==> config.mk <==
export PLATFORM = sky130hd
export DESIGN_NAME = if_fetch_stage
export DESIGN_NICKNAME = d
export VERILOG_FILES = /design/src/rtl/if_fetch_stage_pkg.sv /design/src/rtl/if_fetch_stage.sv
export SDC_FILE = /design/constraint.sdc
export NUM_CORES = 1
export LEC_CHECK = 0
export CORE_UTILIZATION = 25
export DETAILED_ROUTE_END_ITERATION = 16
export DONT_BUFFER_PORTS = 1
export GPL_ROUTABILITY_DRIVEN = 0
export SYNTH_ARGS = -nofsm -noshare
export SYNTH_HDL_FRONTEND = slang
export SYNTH_SLANG_ARGS = --single-unit
==> constraint.sdc <==
create_clock -name clk -period 2.61 [get_ports clk]
set_clock_uncertainty 0.1 [all_clocks]
set_input_delay 0.522 -clock clk [delete_from_list [all_inputs] [get_ports clk]]
set_output_delay 0.522 -clock clk [all_outputs]
set_load 0.02 [all_outputs]
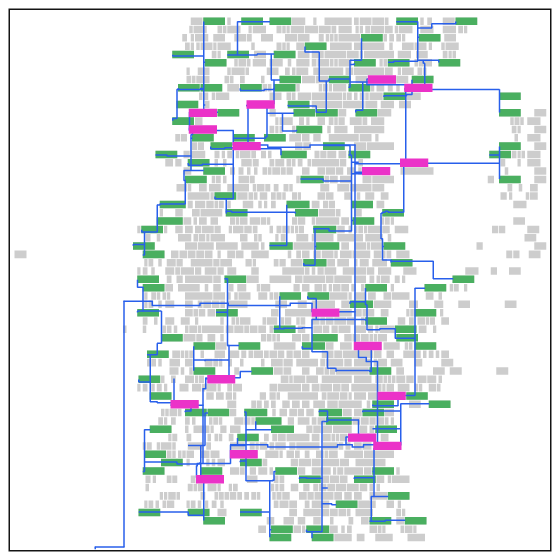
Run 1: clock wires, drivers and flops
legend:
  green:
    item: flip-flops
    count: 130
  blue:
    item: clock wires
    length: 2040 um
  magenta:
    item: clock-net drivers
    count: 17
routed clock nets: 18
Clock Latency Late Sink: 0.42 ns
part of the total power dissipated in the clock network: 35.9%
Clk. pwr: 0.00245 W

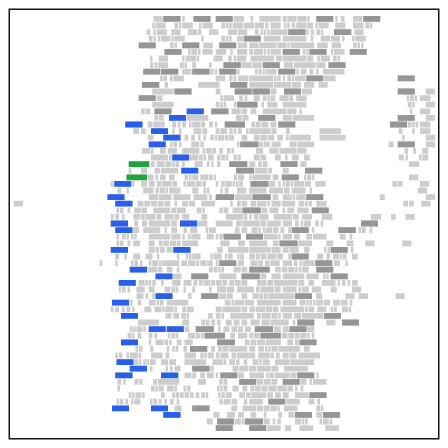
Run 1: sequential cells coloured by netlist name
Other sequential cells in the stronger grey, the rest of the logic in the fainter grey.
legend:
  blue:
    signal: `r_redirPc`
    sequential_cells: 32
  green:
    signal: `r_state`
    sequential_cells: 2
fraction of standard cell area that is sequential: 23.0%
FF/Latch Area: 2650 um2

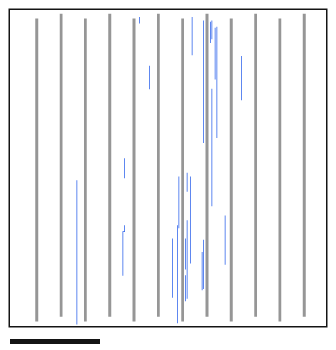
Run 1: M4 wires
Bar = 50 um. Supply wires on this layer in grey.
main direction: vertical
share of all routed wire: 2.5%
wire length on this layer: 752 um
longest straight run: 80.2 um
nets with wire on the layer: 20
Via Count: 8245
wire length after detailed routing: 30400 um

==> impl_metrics.csv, run 1 <==
group,metric,value,unit
clock_network,cts.clk_slew.worst_paths,0.06,ns
synth,ys_warn_count,0,
global_routing,gr-usage-all-layers,18.5,%
layout,fill_cells,2855,
status,violations_in_the_final_reports,"negative setup slack",
layout,flow.area_growth_from_synthesis,51.0,%
synth,numSynthFlops,130,
pwr,leakage,4.10,nW
timing,post-route-worst-setup-slack,-0.250,ns
clock_network,htreeDepth,4,
worst_hold_path,timing.hold.worst_path_depth,1,
flow_run,maxCapViolCount,0,
detailed_routing,drt_pass1_iterations,5,
timing,holdWs,0.0694,ns
clock_network,numCtsBuffers,17,
timing,fmax,350,MHz
layout,final_net_count,1234,
detailed_routing,antenna_violating_nets_post_route,0,
synth,ys_cells,1051,
die,total_die_size,31100,um2
critical_path,required_time_of_the_critical_path,1.99,ns
critical_path,rrSetupSlack,0.06,ns
pwr,vdd_drop_max,0.000437,V
critical_path,cp-start-kind,"register",
global_routing,grt_first_pass_wirelength,44100,um
timing,finalHoldViolations,0,
die,height_of_the_chip,176,um
synth,enable_flop_cells,0,
global_routing,grt_pass1_vias,7312,
synth,postSynthSeqShare,34.2,%
synth,postSynth.topFlopCell,"sky130_fd_sc_hd__dfxtp_1",
clock_network,clk_path_buf_depth,2,
clock_network,clock-root-buffer,"sky130_fd_sc_hd__clkbuf_16",
timing,min_period,2.86,ns
clock_network,cts_tree,"built",
synth,syn_avg_cell_area,7.23,um2
synth,synth_top_area_share,34.2,%
die,die-width,176,um
layout,fin_area,11500,um2
critical_path,path_cells,"ha_4 > nand4_1 > buf_6 > buf_6 > nor4b_4 > nand2_2 > xor2_2 > o21ai_1 > buf_4",
placed_design,portBuffers,0,
timing,timing.final.max_slew_violations,0,
synth,synth_async_sr_flop_share,0,%
pwr,pwr_density_cell,595,nW/um2
layout,layout-drive-gt1-share,38.2,%
critical_path,r2r_cells,9,
placed_design,hpwl,18800,um
critical_path,slowest_delay,0.37,ns
status,result_of_the_run,"complete, but fails checks",
layout,most-common-layout-cells,"200 x sky130_fd_sc_hd__nand2_1, 134 x sky130_fd_sc_hd__buf_4, 110 x sky130_fd_sc_hd__dfxtp_1",
die,floorplan.core_util,25.5,%
die,design.portCount,199,
synth,largest_area_cell,"sky130_fd_sc_hd__dfxtp_1",
synth,synthCells,1051,
critical_path,worst-endpoint-arrival,2.24,ns
layout,comb_area,5470,um2
synth,ys_top_cells_by_area,"sky130_fd_sc_hd__dfxtp_1 34%, sky130_fd_sc_hd__nand2_1 10%, sky130_fd_sc_hd__a21oi_1 6.7%",
critical_path,cell_with_the_largest_stage_delay_on_the_worst_path,"sky130_fd_sc_hd__dfxtp_4",
critical_path,worst-path-max-fanout,5,
timing,finalSetupViolations,62,
timing,tightestPinTransition,0.797,ns
flow_run,warnings,36,
worst_hold_path,hold_crit_path_type,"primary input to register",
critical_path,cpMostUsedCell,"sky130_fd_sc_hd__buf_6",
die,core_region_area,29800,um2
critical_path,crit_type,"register to primary output",
global_routing,grt_start_max_net_pins,137,
timing,timing.setup.tns,-4.93,ns
[run 1: report_power, final]
group	internal [W]	leakage [nW]	total, W	switching, W
Sequential	0.00216	1.07	0.00228	0.000124
Combinational	0.000830	2.73	0.00210	0.00127
Clock	0.00152	0.297	0.00245	0.000932
Total	0.00451	4.10	0.00683	0.00232
[run 1: through the flow]
stage / utilization (%) / instances / total power, W / setup slack (ns)
after CTS: 36.1 / 1533 / 0.00666 / -0.245
after global routing: 38.5 / 1563 / 0.00711 / -0.348
final: 38.5 / 1563 / 0.00683 / -0.250
after global placement: 29.0 / 1444 / 0.00390 / -0.0472
after detailed placement: 29.0 / 1444 / 0.00392 / -0.0499
after floorplan: - / 1051 / 0.00349 / -0.0959
[run 1: area by class of cell]
type	count	share of cell area (%)
Multi-Input combinational cell	785	47.7
Sequential cell	130	23.0
Timing Repair Buffer	212	19.3
Clock buffer	22	4.30
Tap cell	390	4.25
Clock inverter	10	0.915
Inverter	14	0.534
[run 1: what timing repair did]
item / 4_1_cts / 5_1_grt
setup endpoints to repair: 65 / 65
hold buffers: 0 / 0
cloned: 11 / 2
pin swaps: 80 / 93
buffers inserted: 46 / 34
resized: 184 / 98
[run 1: critical path, delay by kind of cell, from the launching register on]
kind | cells | cell delay [ns]
AND/OR/NAND/NOR | 3 | 0.54
flip-flops | 1 | 0.37
buffers and inverters | 3 | 0.49
XOR/XNOR | 1 | 0.17
adder cells (fa/ha/maj) | 1 | 0.13
AND-OR/OR-AND | 1 | 0.12
[run 1: synth_stat cells (6+ instances only)]
cell / count
sky130_fd_sc_hd__o21ai_0: 47
sky130_fd_sc_hd__nor4_1: 7
sky130_fd_sc_hd__buf_4: 34
sky130_fd_sc_hd__a22o_1: 7
sky130_fd_sc_hd__xnor2_1: 6
sky130_fd_sc_hd__a21oi_1: 102
sky130_fd_sc_hd__a221oi_1: 9
sky130_fd_sc_hd__a211oi_1: 31
sky130_fd_sc_hd__nand2_1: 206
sky130_fd_sc_hd__a31oi_1: 8
sky130_fd_sc_hd__nor2_1: 133
sky130_fd_sc_hd__dfxtp_1: 130
sky130_fd_sc_hd__nand3_1: 22
sky130_fd_sc_hd__a22oi_1: 45
sky130_fd_sc_hd__inv_1: 13
sky130_fd_sc_hd__nor3_1: 30
sky130_fd_sc_hd__nand4_1: 10
sky130_fd_sc_hd__xor2_1: 19
sky130_fd_sc_hd__o31ai_1: 6
sky130_fd_sc_hd__nand2b_1: 9
sky130_fd_sc_hd__clkbuf_8: 9
sky130_fd_sc_hd__mux2i_1: 17
sky130_fd_sc_hd__clkbuf_1: 70
[run 1: logic make-up (layout without fill, tap and decap cells)]
kind of cell	count (synthesis)	in the layout	share of synthesized area [%]
AND-OR/OR-AND	286	286	24.0
XOR/XNOR	25	25	2.88
adder cells (fa/ha/maj)	5	5	0.823
buffers and inverters	136	258	9.84
flip-flops	130	130	34.2
multiplexers	19	19	2.53
AND/OR/NAND/NOR	450	450	25.7
[run 1: metal layers]
metal / share of wire, % / global-route usage, %
met1: 43 / 24.0
met2: 45 / 27.7
met3: 10 / 7.21
met4: 2.5 / 6.14
met5: 0 / 0
## Run 2: what changed since run 1
==> constraint.sdc (replaced) <==
create_clock -name clk -period 2.7 [get_ports clk]
set_clock_uncertainty 0.1 [all_clocks]
set_input_delay 0.54 -clock clk [delete_from_list [all_inputs] [get_ports clk]]
set_output_delay 0.54 -clock clk [all_outputs]
set_load 0.02 [all_outputs]
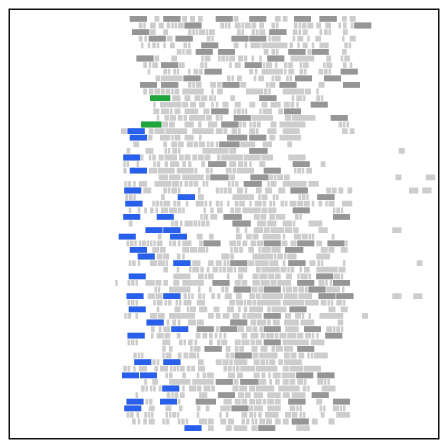
Run 2: sequential cells coloured by netlist name
Other sequential cells in the stronger grey, the rest of the logic in the fainter grey.
legend:
  green:
    signal: `r_state`
    sequential_cells: 2
  blue:
    signal: `r_redirPc`
    sequential_cells: 32
not coloured: 96
fraction of standard cell area that is sequential: 25.7%
Post-Route Utilization: 34.4%
FF/Latch Area: 2630 um2
Seq group: 0.00220 W

==> run 2 against run 1 <==
Against the previous run: the flow still finishes with violations (negative setup slack); non-clock buffer count down 58; combinational power down 18%; routed wire length down 7.0%; critical endpoint is now IF_pc_add4[22]; critical path depth down 3; hold slack better by 0.026 ns; utilization down 4.1 points; count of clock-buffer cells in the layout down 1; final area down 11%.
==> impl_metrics.csv, run 2 <==
group,metric,value,unit
global_routing,gr-usage-all-layers,17.4,%
layout,flow.area_growth_from_synthesis,34.8,%
synth,synth_async_sr_flop_share,0,%
status,violations_in_the_final_reports,"negative setup slack",
clock_network,clock-root-buffer,"sky130_fd_sc_hd__clkbuf_16",
timing,finalHoldViolations,0,
synth,largest_area_cell,"sky130_fd_sc_hd__dfxtp_1",
worst_hold_path,timing.hold.worst_path_depth,1,
timing,timing.final.max_slew_violations,0,
pwr,vdd_drop_max,0.000471,V
flow_run,maxCapViolCount,0,
critical_path,slowest_delay,0.38,ns
synth,top_cell,"sky130_fd_sc_hd__nand2_1",
critical_path,cell_with_the_largest_stage_delay_on_the_worst_path,"sky130_fd_sc_hd__nor4_4",
critical_path,rrSetupSlack,0.19,ns
clock_network,clk_path_buf_depth,2,
detailed_routing,drt_pass1_iterations,8,
timing,holdWs,0.0952,ns
detailed_routing,routed-via-count,7811,
placed_design,hpwl,18700,um
synth,postSynthSeqShare,34.2,%
synth,synthCells,1051,
placed_design,portBuffers,0,
die,floorplan.core_util,25.5,%
die,die-width,176,um
critical_path,worst-endpoint-arrival,2.21,ns
critical_path,cp.buffers_inverters,1,
detailed_routing,antenna_violating_nets_post_route,0,
critical_path,worst-path-max-fanout,5,
critical_path,cp_num_cells,6,
layout,most-common-layout-cells,"203 x sky130_fd_sc_hd__nand2_1, 118 x sky130_fd_sc_hd__buf_4, 116 x sky130_fd_sc_hd__dfxtp_1",
timing,post-route-worst-setup-slack,-0.148,ns
critical_path,crit_type,"register to primary output",
die,total_die_size,31100,um2
pwr,leakage,3.64,nW
global_routing,grt_start_max_net_pins,137,
layout,layout-drive-gt1-share,29.3,%
critical_path,path_cells,"buf_4 > and4_2 > nand2b_2 > nor4_4 > nor2_4 > o21ai_4",
critical_path,required_time_of_the_critical_path,2.06,ns
die,height_of_the_chip,176,um
synth,ys_cells,1051,
critical_path,gate_family_responsible_for_the_most_delay_along_the_worst_path,"simple AND/OR/NAND/NOR gates",
status,result_of_the_run,"complete, but fails checks",
timing,finalSetupViolations,21,
synth,syn_avg_cell_area,7.23,um2
timing,timing.setup.tns,-1.80,ns
## run 2: netlist changes by cell type in the layout (fill, tap and decap cells not counted), moves of 9 or more
cell                      previous run  this run
sky130_fd_sc_hd__buf_4             134       118
sky130_fd_sc_hd__nor2_2             15        42
sky130_fd_sc_hd__buf_6              47        22
sky130_fd_sc_hd__a22oi_2            43         4
sky130_fd_sc_hd__nor2_4             37         4
sky130_fd_sc_hd__a22oi_1             2        41
sky130_fd_sc_hd__buf_12             19        10
## run 2: cell type report
type / count / area, um2
clock buffers: 21 / 440
clock inverters: 11 / 185
fillers: 3022 / 19600
inverters: 14 / 61.3
multi-input cells: 785 / 5000
flip-flops and latches: 130 / 2630
well taps: 390 / 488
repair buffers: 154 / 1440
## run 2: cell families after synthesis
group                    after synthesis  share of synthesized area, %
buffers and inverters                136                          9.84
multiplexers                          19                          2.53
AND-OR/OR-AND                        286                          24.0
XOR/XNOR                              25                          2.88
flip-flops                           130                          34.2
AND/OR/NAND/NOR                      450                          25.7
adder cells (fa/ha/maj)                5                         0.823
## run 2: per-layer routing
layer	up-vias	share of wire (%)	wire length (um)	global-route usage (%)
met5	-	0	0	0
met4	0	2.2	628	5.85
met3	47	8.5	2400	6.03
met2	285	46	13000	26.6
met1	3732	43	12200	22.6
li1	3747	-	-	-
## run 2: power by group
group          total [W]  switching (W)  internal, W  leakage (nW)
registers        0.00220       0.000117      0.00208          1.07
logic            0.00173        0.00111     0.000621          2.27
clock network    0.00254       0.000904      0.00163         0.301
## run 2: worst reg2reg max path, delay by kind of cell, from the launching register on
kind	cells	cell delay, ns
compound gates	2	0.48
fa+ha+maj	1	0.16
buf+inv	4	0.55
flops	1	0.37
simple gates	2	0.77
## run 2: metrics by stage
step / util (%) / total power [W] / instances
final: 34.4 / 0.00647 / 1505
after global routing: 34.4 / 0.00672 / 1505
after CTS: 33.3 / 0.00641 / 1489
after detailed placement: 28.4 / 0.00375 / 1427
after global placement: 28.4 / 0.00373 / 1427
after floorplan: - / 0.00337 / 1051
## run 2: repair_timing
action | in CTS | in global routing
hold endpoints to repair | 0 | 0
pin swaps | 35 | 35
hold buffers | 0 | 0
buffers inserted | 27 | 16
gates resized | 110 | 42
setup endpoints to repair | 64 | 63
cloned | 4 | 1
Power figures rest on the tool's default switching activity, not on a simulated workload.
